$ cat config.mk
export PLATFORM = sky130hd
export DESIGN_NAME = pfs_wrr_sched
export DESIGN_NICKNAME = d
export VERILOG_FILES = /design/src/rtl/pfs_pkg.sv /design/src/rtl/pfs_rr_arb.sv /design/src/rtl/pfs_wrr_sched.sv
export SDC_FILE = /design/constraint.sdc
export NUM_CORES = 1
export LEC_CHECK = 0
export CORE_MARGIN = 2
export CORE_UTILIZATION = 55
export CTS_CLUSTER_DIAMETER = 100
export DETAILED_ROUTE_END_ITERATION = 8
export PLACE_DENSITY = 0.73
export SYNTH_ARGS = -nofsm -noshare
export SYNTH_HDL_FRONTEND = slang
export SYNTH_HIERARCHICAL = 1
export SYNTH_SLANG_ARGS = --single-unit
$ cat constraint.sdc
create_clock -name clk -period 9.1 [get_ports clk]
set_input_delay 0.91 -clock clk [delete_from_list [all_inputs] [get_ports clk]]
set_output_delay 0.91 -clock clk [all_outputs]
set_load 0.005 [all_outputs]
$ cat src/rtl/pfs_pkg.sv
`default_nettype none
// ============================================================================
//  Module   : pfs_pkg
//  Brief    : Shared types and default constants for the packet fetch
//             scheduler (PFS) WRR block.
//  Revision : 1.0 - initial parametrised release
// ============================================================================
package pfs_pkg;

    // Default configuration of the scheduler.
    localparam int C_NUM_PORTS  = 16;
    localparam int C_CREDIT_W   = 6;
    localparam int C_WEIGHT_W   = 4;
    // Port field width of the fetch request record; it covers up to 256 ports.
    localparam int C_PORT_W_MAX = 8;

    // Scheduler FSM states.
    typedef enum logic [1:0] {
        ST_INIT = 2'd0,
        ST_ARB  = 2'd1,
        ST_HOLD = 2'd2
    } pfs_state_e;

    // Fetch request currently presented to PRC.
    typedef struct packed {
        logic [C_PORT_W_MAX-1:0] port;
        logic                    valid;
    } fetch_req_t;

endpackage : pfs_pkg
`default_nettype wire

$ cat src/rtl/pfs_rr_arb.sv
`default_nettype none
// ============================================================================
//  Module   : pfs_rr_arb
//  Brief    : Combinational rotating-priority find-first-set. Searches the
//             eligible vector starting strictly after ptr and wrapping; ptr
//             itself is the last candidate.
//  Revision : 1.0 - initial parametrised release
// ============================================================================
module pfs_rr_arb
    import pfs_pkg::*;
#(
    parameter int NUM_PORTS = C_NUM_PORTS,
    parameter int PORT_W    = 4
) (
    input  logic [NUM_PORTS-1:0] elig,
    input  logic [PORT_W-1:0]    ptr,
    output logic [PORT_W-1:0]    grant,
    output logic                 found
);

    logic [PORT_W-1:0] w_idx;

    // Walk from the farthest candidate to the nearest so the nearest wins.
    always_comb begin
        grant = '0;
        found = 1'b0;
        w_idx = '0;
        for (int i = NUM_PORTS; i >= 1; i--) begin
            w_idx = PORT_W'((int'(ptr) + i) % NUM_PORTS);
            if (elig[w_idx]) begin
                grant = w_idx;
                found = 1'b1;
            end
        end
    end

endmodule : pfs_rr_arb
`default_nettype wire

$ cat src/rtl/pfs_wrr_sched.sv
`default_nettype none
// ============================================================================
//  Module   : pfs_wrr_sched
//  Brief    : Packet fetch scheduler. Weighted round robin over egress ports
//             gated by per-port PRC credits; one valid/ready fetch per cycle
//             and a one-hot pop back to DPB on each handshake.
//  Options  : PFS_STRICT_PRIO_EN - adds cfg_sp_mask; masked eligible ports win
//             lowest-index-first without touching quota or rr pointer.
//  Revision : 1.0 - initial parametrised release
// ============================================================================
module pfs_wrr_sched
    import pfs_pkg::*;
#(
    parameter  int NUM_PORTS = C_NUM_PORTS,
    parameter  int CREDIT_W  = C_CREDIT_W,
    parameter  int WEIGHT_W  = C_WEIGHT_W,
    localparam int PORT_W    = (NUM_PORTS > 1) ? $clog2(NUM_PORTS) : 1
) (
    input  logic                          clk,
    input  logic                          rst,
    input  logic [NUM_PORTS-1:0]          req_valid,
    output logic [NUM_PORTS-1:0]          req_ack,
    input  logic [NUM_PORTS*WEIGHT_W-1:0] cfg_weight,
    input  logic [CREDIT_W-1:0]           cfg_credit_init,
`ifdef PFS_STRICT_PRIO_EN
    input  logic [NUM_PORTS-1:0]          cfg_sp_mask,
`endif
    input  logic                          credit_ret_valid,
    input  logic [PORT_W-1:0]             credit_ret_port,
    output logic                          fetch_valid,
    output logic [PORT_W-1:0]             fetch_port,
    input  logic                          fetch_ready,
    output logic                          err_credit_ovf,
    output logic                          idle
);

    pfs_state_e          r_state, w_state_nxt;
    logic [CREDIT_W-1:0] r_credit [NUM_PORTS];
    logic [CREDIT_W-1:0] r_credit_init;
    logic [PORT_W-1:0]   r_ptr;
    logic [WEIGHT_W-1:0] r_quota;
    fetch_req_t          r_fetch;
    logic                r_sp;
    logic                r_ovf;

    logic                w_hs;
    logic                w_ret_ok;
    logic [NUM_PORTS-1:0] w_consume, w_return, w_ret_drop;
    logic [NUM_PORTS-1:0] w_elig_cur, w_elig_post, w_sel_elig;
    logic [CREDIT_W-1:0] w_credit_nxt [NUM_PORTS];
    logic [WEIGHT_W-1:0] w_weight [NUM_PORTS];
    logic [WEIGHT_W-1:0] w_quota_post, w_quota_nxt;
    logic                w_keep;
    logic [PORT_W-1:0]   w_rr_grant, w_sp_grant, w_win_port, w_ptr_nxt;
    logic                w_rr_found, w_sp_found, w_win_found, w_win_sp;
    logic                w_idle;
    logic                w_unused_fetch;

    assign w_hs     = (r_state == ST_HOLD) && r_fetch.valid && fetch_ready;
    assign w_ret_ok = credit_ret_valid && (r_state != ST_INIT);

    // Per-port credit arithmetic and eligibility, both current and post-handshake.
    for (genvar p = 0; p < NUM_PORTS; p++) begin : g_port
        assign w_weight[p]   = cfg_weight[p*WEIGHT_W +: WEIGHT_W];
        assign w_consume[p]  = w_hs && (r_fetch.port == C_PORT_W_MAX'(p));
        assign w_return[p]   = w_ret_ok && (credit_ret_port == PORT_W'(p));
        // A return with a same-cycle consume nets out and is never an overflow.
        assign w_ret_drop[p] = w_return[p] && !w_consume[p] && (r_credit[p] == r_credit_init);
        assign w_credit_nxt[p] =
            (w_consume[p] && !w_return[p])                  ? r_credit[p] - CREDIT_W'(1) :
            (w_return[p] && !w_consume[p] && !w_ret_drop[p]) ? r_credit[p] + CREDIT_W'(1) :
                                                               r_credit[p];
        assign w_elig_cur[p]  = req_valid[p] && (r_credit[p] != '0)     && (w_weight[p] != '0);
        assign w_elig_post[p] = req_valid[p] && (w_credit_nxt[p] != '0) && (w_weight[p] != '0);
    end

    // On a handshake the next winner is picked from post-handshake state.
    assign w_sel_elig   = w_hs ? w_elig_post : w_elig_cur;
    assign w_quota_post = (w_hs && !r_sp && (r_quota != '0)) ? r_quota - WEIGHT_W'(1) : r_quota;
    assign w_keep       = (w_quota_post != '0) && w_sel_elig[r_ptr];

    pfs_rr_arb #(
        .NUM_PORTS (NUM_PORTS),
        .PORT_W    (PORT_W)
    ) u_rr_arb (
        .elig  (w_sel_elig),
        .ptr   (r_ptr),
        .grant (w_rr_grant),
        .found (w_rr_found)
    );

`ifdef PFS_STRICT_PRIO_EN
    logic [NUM_PORTS-1:0] w_sp_elig;
    assign w_sp_elig = w_sel_elig & cfg_sp_mask;

    // Lowest-index strict-priority port among the eligible masked set.
    always_comb begin
        w_sp_found = 1'b0;
        w_sp_grant = '0;
        for (int p = NUM_PORTS - 1; p >= 0; p--) begin
            if (w_sp_elig[p]) begin
                w_sp_found = 1'b1;
                w_sp_grant = PORT_W'(p);
            end
        end
    end
`else
    assign w_sp_found = 1'b0;
    assign w_sp_grant = '0;
`endif

    // Winner resolution: strict priority, then quota hold, then rotation.
    always_comb begin
        w_win_found = 1'b0;
        w_win_port  = r_ptr;
        w_win_sp    = 1'b0;
        w_ptr_nxt   = r_ptr;
        w_quota_nxt = w_quota_post;
        if (w_sp_found) begin
            w_win_found = 1'b1;
            w_win_port  = w_sp_grant;
            w_win_sp    = 1'b1;
        end else if (w_keep) begin
            w_win_found = 1'b1;
        end else if (w_rr_found) begin
            w_win_found = 1'b1;
            w_win_port  = w_rr_grant;
            w_ptr_nxt   = w_rr_grant;
            w_quota_nxt = w_weight[w_rr_grant];
        end
    end

    // Next-state and idle decode.
    always_comb begin
        w_state_nxt = r_state;
        w_idle      = 1'b0;
        case (r_state)
            ST_INIT: w_state_nxt = ST_ARB;
            ST_ARB: begin
                w_idle = !w_win_found;
                if (w_win_found) w_state_nxt = ST_HOLD;
            end
            ST_HOLD: begin
                if (w_hs && !w_win_found) w_state_nxt = ST_ARB;
            end
            default: w_state_nxt = ST_INIT;
        endcase
    end

    // State, credits, WRR bookkeeping and the presented fetch.
    always_ff @(posedge clk) begin
        if (rst) begin
            r_state       <= ST_INIT;
            r_credit_init <= '0;
            r_ptr         <= '0;
            r_quota       <= '0;
            r_fetch       <= '0;
            r_sp          <= 1'b0;
            r_ovf         <= 1'b0;
            for (int p = 0; p < NUM_PORTS; p++) r_credit[p] <= '0;
        end else begin
            r_state <= w_state_nxt;
            r_ovf   <= r_ovf | (|w_ret_drop);
            if (r_state == ST_INIT) r_credit_init <= cfg_credit_init;
            for (int p = 0; p < NUM_PORTS; p++) begin
                r_credit[p] <= (r_state == ST_INIT) ? cfg_credit_init : w_credit_nxt[p];
            end
            if ((r_state == ST_ARB) || w_hs) begin
                r_ptr         <= w_ptr_nxt;
                r_quota       <= w_quota_nxt;
                r_sp          <= w_win_sp;
                r_fetch.valid <= w_win_found;
                if (w_win_found) r_fetch.port <= C_PORT_W_MAX'(w_win_port);
            end
        end
    end

    assign req_ack        = w_consume;
    assign fetch_valid    = r_fetch.valid;
    assign fetch_port     = r_fetch.port[PORT_W-1:0];
    assign err_credit_ovf = r_ovf;
    assign idle           = w_idle;
    assign w_unused_fetch = ^r_fetch.port;

endmodule : pfs_wrr_sched
`default_nettype wire

Cell area per tile:
Drawn at 2 px/um. 16 x 16 tiles, from dark blue (low) to red (high), 0 to 100% covered.
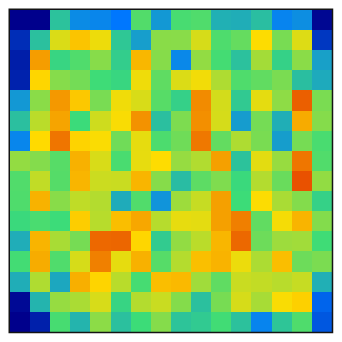
The fullest tile reaches 91%. 18% of the tiles are over 75% full. The mean over all tiles is 58%.

==> run_summary.xml <==
<?xml version="1.0" encoding="UTF-8"?>
<metrics>
  <group name="grt">
    <metric name="global_route.usage.met1" unit="%">50.8</metric>
    <metric name="grt_util_met2" unit="%">58.0</metric>
    <metric name="grt_pass1_vias" unit="">13512</metric>
  </group>
  <group name="route">
    <metric name="wl_met3" unit="um">4940</metric>
    <metric name="drt_wl_total" unit="um">49500</metric>
    <metric name="drtPass1Iterations" unit="">6</metric>
    <metric name="detailroute.wirelength.met2" unit="um">21800</metric>
    <metric name="average_wire_per_standard_cell" unit="um">23.1</metric>
  </group>
  <group name="synth">
    <metric name="netlist_area" unit="sq um">13500</metric>
    <metric name="chip_area_in_the_yosys_report" unit="sq um">13500</metric>
    <metric name="synth-seq-cells" unit="">118</metric>
    <metric name="synth.area.mux_share" unit="%">10.8</metric>
    <metric name="synth_top_area_share" unit="%">17.5</metric>
    <metric name="adder_share" unit="%">5.18</metric>
    <metric name="asyncSetResetFlopFracSynth" unit="%">0</metric>
  </group>
  <group name="clock_network">
    <metric name="number_of_hold_buffers_added_after_cts" unit="">0</metric>
    <metric name="cts_num_sinks" unit="">118</metric>
  </group>
  <group name="die">
    <metric name="die_height" unit="um">161</metric>
    <metric name="boundaryPins" unit="">117</metric>
    <metric name="floorplan.core_area" unit="sq um">24200</metric>
  </group>
  <group name="worst_setup_path">
    <metric name="timing.critical_path.slowest_stage_cell" unit="">sky130_fd_sc_hd__clkdlybuf4s50_1</metric>
    <metric name="crit-reg2reg-capture" unit="">r_quota[0]</metric>
    <metric name="path_cells" unit="">clkdlybuf4s50_1 &gt; o211ai_1 &gt; nor4_2 &gt; and2_0 &gt; a31oi_1 &gt; a2bb2oi_1 &gt; or2_1 &gt; nor4b_1 &gt; nor2_1 &gt; mux4_2 &gt; mux2_2 &gt; mux2i_1 &gt; nand2_1 &gt; or3_1 &gt; nor4b_1 &gt; nand3_1 &gt; buf_4 &gt; nor4_1 &gt; clkdlybuf4s50_1</metric>
    <metric name="setup.worst_path.end" unit="">idle</metric>
  </group>
  <group name="status">
    <metric name="status" unit="">finished clean</metric>
  </group>
  <group name="power">
    <metric name="worst_ir_drop_vdd" unit="uV">188</metric>
    <metric name="p_per_area" unit="nW/um^2">263</metric>
  </group>
  <group name="timing">
    <metric name="max_slew.worst_pin.slew" unit="ns">1.20</metric>
  </group>
  <group name="layout">
    <metric name="n_sequential_cell" unit="">118</metric>
    <metric name="final_cell_count_no_fill" unit="">2147</metric>
    <metric name="buffer_share_of_cell_area" unit="%">8.68</metric>
    <metric name="area.share.combinational" unit="%">67.2</metric>
    <metric name="syn2layout_area_growth" unit="%">13.9</metric>
  </group>
  <group name="placement">
    <metric name="final_replace_weighted_congestion" unit="">0.993</metric>
    <metric name="detailed_place.area" unit="sq um">14800</metric>
  </group>
</metrics>
Routed clock nets over the placement:
Drawn at 2 px/um.
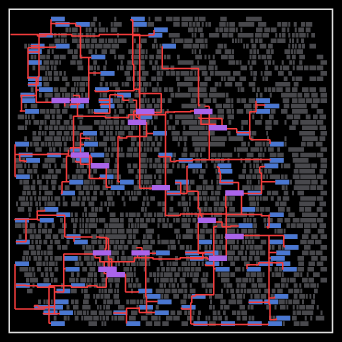
Key: purple = clock drivers [count 17]; red = clock wires [length 2170 um]; blue = flip-flops [count 118]
There are 18 routed clock nets. Position of the flops: all over the die.

[tightest hold or removal path, cell delays in order (launching register included)]
cell and delay, ns:
sky130_fd_sc_hd__dfxtp_1 0.35, sky130_fd_sc_hd__o21ai_0 0.09, sky130_fd_sc_hd__a21oi_1 0.06
[stage by stage]
stage	worst slack (ns)	utilization [%]	hold WS, ns	total power [uW]
final	0.725	63.6	0.544	4050
after global routing	0.483	63.6	0.565	4290
after global placement	1.09	61.0	0.514	3230
after floorplan	1.68	-	0.493	2630
after CTS	0.931	63.6	0.536	4000
after detailed placement	0.944	61.0	0.523	3250
[power by group]
part           total, uW  internal, uW  leakage (uW)  switching (uW)
Clock                736           438      0.000304             299
Combinational       2530          1110       0.00455            1420
Sequential           786           599      0.000975             187
Power and IR drop assume default switching activity.
